`config.mk`:
```
export PLATFORM = sky130hd
export DESIGN_NAME = freq_meter
export DESIGN_NICKNAME = d
export VERILOG_FILES = /design/src/rtl/freq_meter.sv
export SDC_FILE = /design/constraint.sdc
export NUM_CORES = 1
export LEC_CHECK = 0
export CORE_MARGIN = 4
export CORE_UTILIZATION = 58
export DETAILED_ROUTE_END_ITERATION = 6
export PLACE_DENSITY = 0.8
export SLEW_MARGIN = 20
export SYNTH_ARGS = -nofsm -noshare
export SYNTH_HDL_FRONTEND = slang
export SYNTH_SLANG_ARGS = --single-unit
```
`constraint.sdc`:
```
create_clock -name CLK_50 -period 2.95 [get_ports CLK_50]
set_input_delay 0.295 -clock CLK_50 [delete_from_list [all_inputs] [get_ports CLK_50]]
set_output_delay 0.295 -clock CLK_50 [all_outputs]
set_load 0.05 [all_outputs]
```
`src/rtl/freq_meter.sv`:
```
// freq_meter: counts rising edges of an asynchronous square wave over a fixed
// gate window of GATE_CYCLES clocks (1 s at 50 MHz by default), so the result
// reads directly in Hz. Windows run back to back while En is high. Each
// completed window updates Freq_Out/Ovf together with a one-cycle Valid strobe.
// Optional feature: define FREQ_BCD_EN to add BCD_Out, a packed 8-digit BCD
// copy of the count that saturates at 0x99999999.
module freq_meter #(
   parameter int CLK_FREQ    = 50000000,
   parameter int GATE_CYCLES = CLK_FREQ,
   parameter int N_GATE      = 26,
   parameter int N_CNT       = 27
) (
   input  logic             CLK_50,
   input  logic             nRST,
   input  logic             En,
   input  logic             Sig_In,
   output logic [N_CNT-1:0] Freq_Out,
   output logic             Valid,
   output logic             Ovf
`ifdef FREQ_BCD_EN
   ,
   output logic [31:0]      BCD_Out
`endif
);

   typedef enum logic {IDLE, GATE} state_t;

   localparam logic [N_GATE-1:0] GATE_LAST = N_GATE'(GATE_CYCLES - 1);
   localparam logic [N_CNT-1:0]  CNT_MAX   = '1;

   state_t            state_reg, state_next;
   logic [2:0]        sync_reg;
   logic [N_GATE-1:0] gate_cnt_reg;
   logic [N_CNT-1:0]  edge_cnt_reg;
   logic              ovf_i_reg;
   logic [N_CNT-1:0]  freq_reg;
   logic              valid_reg;
   logic              ovf_reg;

   logic              rise;
   logic              terminal;
   logic              counting;
   logic              edge_sat;
   logic [N_CNT-1:0]  edge_next;
   logic              ovf_next;

   // Three-flop chain: two stages against metastability, the third to find the edge
   always_ff @(posedge CLK_50 or negedge nRST) begin
      if (!nRST) begin
         sync_reg <= 3'b000;
      end else begin
         sync_reg <= {sync_reg[1:0], Sig_In};
      end
   end

   assign rise      = sync_reg[1] & ~sync_reg[2];
   assign terminal  = (state_reg == GATE) && (gate_cnt_reg == GATE_LAST);
   assign counting  = (state_reg == GATE) && !terminal && En;
   assign edge_sat  = (edge_cnt_reg == CNT_MAX);
   assign edge_next = (rise && !edge_sat) ? edge_cnt_reg + 1'b1 : edge_cnt_reg;
   assign ovf_next  = ovf_i_reg | (rise & edge_sat);

   // State register
   always_ff @(posedge CLK_50 or negedge nRST) begin
      if (!nRST) begin
         state_reg <= IDLE;
      end else begin
         state_reg <= state_next;
      end
   end

   // Next state: a terminal cycle always completes before En is honoured
   always_comb begin
      state_next = state_reg;
      case (state_reg)
         IDLE: begin
            if (En) begin
               state_next = GATE;
            end
         end
         GATE: begin
            if (!En) begin
               state_next = IDLE;
            end
         end
         default: state_next = IDLE;
      endcase
   end

   // Gate/edge counting and result latch; anything other than an ongoing window clears the counters
   always_ff @(posedge CLK_50 or negedge nRST) begin
      if (!nRST) begin
         gate_cnt_reg <= '0;
         edge_cnt_reg <= '0;
         ovf_i_reg    <= 1'b0;
         freq_reg     <= '0;
         valid_reg    <= 1'b0;
         ovf_reg      <= 1'b0;
      end else begin
         valid_reg <= 1'b0;
         if (counting) begin
            gate_cnt_reg <= gate_cnt_reg + 1'b1;
            edge_cnt_reg <= edge_next;
            ovf_i_reg    <= ovf_next;
         end else begin
            gate_cnt_reg <= '0;
            edge_cnt_reg <= '0;
            ovf_i_reg    <= 1'b0;
         end
         if (terminal) begin
            freq_reg  <= edge_next;
            ovf_reg   <= ovf_next;
            valid_reg <= 1'b1;
         end
      end
   end

   assign Freq_Out = freq_reg;
   assign Valid    = valid_reg;
   assign Ovf      = ovf_reg;

`ifdef FREQ_BCD_EN
   logic [31:0] bcd_cnt_reg;
   logic [31:0] bcd_out_reg;
   logic [31:0] bcd_inc;
   logic [31:0] bcd_next;
   logic [8:0]  carry;

   // Decimal ripple increment; carry[8] high means all digits are 9
   assign carry[0] = 1'b1;
   for (genvar gi = 0; gi < 8; gi++) begin : g_digit
      logic nine;
      assign nine             = (bcd_cnt_reg[4*gi +: 4] == 4'd9);
      assign bcd_inc[4*gi +: 4] = carry[gi] ? (nine ? 4'd0 : bcd_cnt_reg[4*gi +: 4] + 4'd1)
                                            : bcd_cnt_reg[4*gi +: 4];
      assign carry[gi+1]      = carry[gi] & nine;
   end

   assign bcd_next = (rise && !carry[8]) ? bcd_inc : bcd_cnt_reg;

   // BCD counter follows edge_cnt: same clear, same latch edge
   always_ff @(posedge CLK_50 or negedge nRST) begin
      if (!nRST) begin
         bcd_cnt_reg <= '0;
         bcd_out_reg <= '0;
      end else begin
         if (counting) begin
            bcd_cnt_reg <= bcd_next;
         end else begin
            bcd_cnt_reg <= '0;
         end
         if (terminal) begin
            bcd_out_reg <= bcd_next;
         end
      end
   end

   assign BCD_Out = bcd_out_reg;
`endif

endmodule

```
==> impl_metrics.json <==
{
  "status": "complete, but fails checks",
  "violations": "hold timing",
  "setup_slack_ps": 439,
  "place_area_sq_um": 4530,
  "ys_cells": 427,
  "cp.required_ps": 3160,
  "power_density_nw_per_um2": 474,
  "place_ws_ps": 455,
  "hold_path_class": "in -> async",
  "cellInternalPower_mw": 1.79,
  "path_clk_slew_ps": 80,
  "endpoint_kind": "flop",
  "p_leak_nw": 1.91,
  "p_sw_frac": 0.209,
  "sh_seq_area": 0.456,
  "highest_layer": "met4",
  "numSynthFlops": 87,
  "fin_hold_ws_ps": -27.3,
  "diodes": 0,
  "yosys_warnings": 0,
  "syn_area_per_cell_sq_um": 9.57,
  "finalHoldViolCount": 24,
  "dieWidth_microns": 91.9,
  "grt_pass1_vias": 3253,
  "clock_latency_ps": 360,
  "final_nets": 465,
  "dp_hpwl_microns": 5990,
  "wl_met1_microns": 4200,
  "ys_seq_share": 0.533,
  "drv_cap": 0,
  "fillers": 545,
  "grtUsageMet1": 0.328,
  "gr-total-overflow": 0,
  "sh_comb_area": 0.384,
  "ys_area_sq_um": 4090,
  "synthArstFlopShare": 1.00,
  "cts_tree": "yes"
}
[critical path: stages (launching register included)]
cell and delay (ps):
dfrtp_1 400, ha_1 240, nand4_2 190, or4_4 610
or2_1 440, buf_4 300, nand2_1 90, o21ai_0 90
[cells in the mapped netlist (3+ instances only)]
cell type	count	area, sq um
a21oi_1	19	95.1
and3_1	7	43.8
dfrtp_1	87	2180
a211oi_1	4	30.0
nand4_1	19	119
o21ai_0	28	140
o211ai_1	6	45.0
or4_1	7	52.6
and2_1	5	31.3
nor3_1	3	15.0
nor2_1	56	210
buf_2	6	30.0
xnor2_1	22	193
or3_1	8	50.1
nor4_1	5	31.3
clkbuf_1	12	45.0
nand2_1	44	165
nand3_1	36	180
xor2_1	18	158
inv_1	6	22.5
and4_1	6	52.6
[path summary, 6_finish.rpt]
check | startpoint | endpoint | cells past startpoint
max in group asynchronous | nRST | sync_reg[2] | 1
max | gate_cnt_reg[0] | Freq_Out[6] | 7
min in group CLK_50 | sync_reg[0] | sync_reg[1] | 0
min | nRST | gate_cnt_reg[2] | 1
min reg2reg | sync_reg[0] | sync_reg[1] | 0
max reg2reg | gate_cnt_reg[0] | Freq_Out[6] | 7
[cell families after synthesis]
| kind of cell | synth area share |
|---|---|
| compound gates | 0.0915 |
| xor+xnor | 0.0857 |
| fa+ha+maj | 0.00612 |
| buf+inv | 0.0239 |
| flops | 0.533 |
| mux | 0.00245 |
| simple gates | 0.258 |
[cells in the final DEF (no fill, tap or decap), drive strengths merged, types with 7 or more instances in the layout]
cell type	count
dfrtp	87
nor2	56
nand2	44
nand3	36
clkdlybuf4s50	31
o21ai	29
xnor2	22
nand4	20
a21oi	19
xor2	18
clkbuf	11
or3	8
or4	8
buf	8
and3	7
Fig. 1: pin placement
(4 px per micron) Pins as bars across the die edge, other pins in gray.
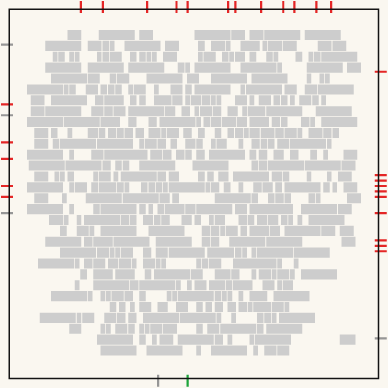
- `Freq_Out`: red (pins 27; direction output; edge 12 top, 10 right, 5 left)
- `Ovf`: green (pins 1; direction output; edge bottom)
- all pins by edge: 12 top, 11 right, 8 left, 2 bottom
Die Height: 91.9 microns
Port Buffers: 32

Fig. 2: clock nets
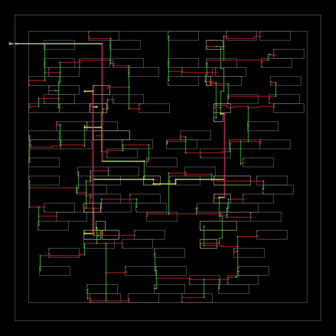
worst clock skew: 7.15 ps
total CTS buffers: 9
Layout clock buffers: 11
CTS sink cnt: 87
clk pwr: 1.01 mW

Fig. 3: close-up of the layout
Region (42, 42) to (92, 92) microns. Cells in gray, sequential cells in the stronger gray; small squares are vias.
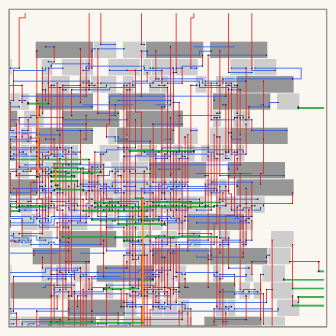
- met3: green
- met1: blue
- met2: red
- met4: orange
- cells with their middle in the window: 157
- most frequent: dfrtp_1 (26), nand2_1 (19)
- sequential cells in the window: 26
- netlist names of flops here include: `Freq_Out` (13), `edge_cnt_reg` (13)

Fig. 4: M4 wires
(4 px per micron) Supply wires on this layer in gray.
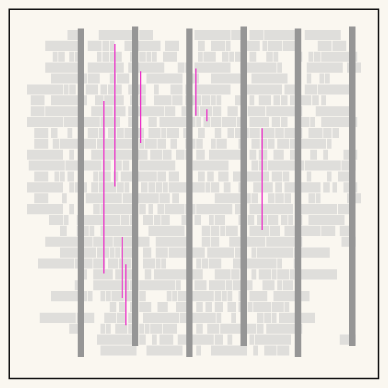
- nets with wire on the layer: 7
- wire length on this layer: 165 microns
- main direction: vertical
DRT Wirelength: 8940 microns
vias post-DR: 3344

Fig. 5: the metal 3 layer
(4 px per micron)
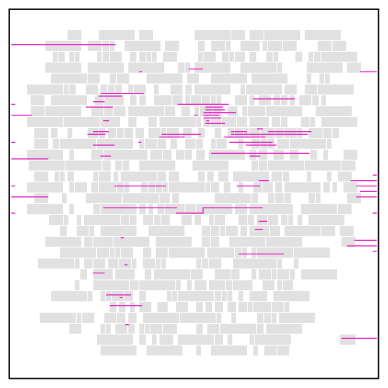
- nets with wire on the layer: 52
- main direction: horizontal
met3 usage: 0.0287

Power and IR drop assume default switching activity.
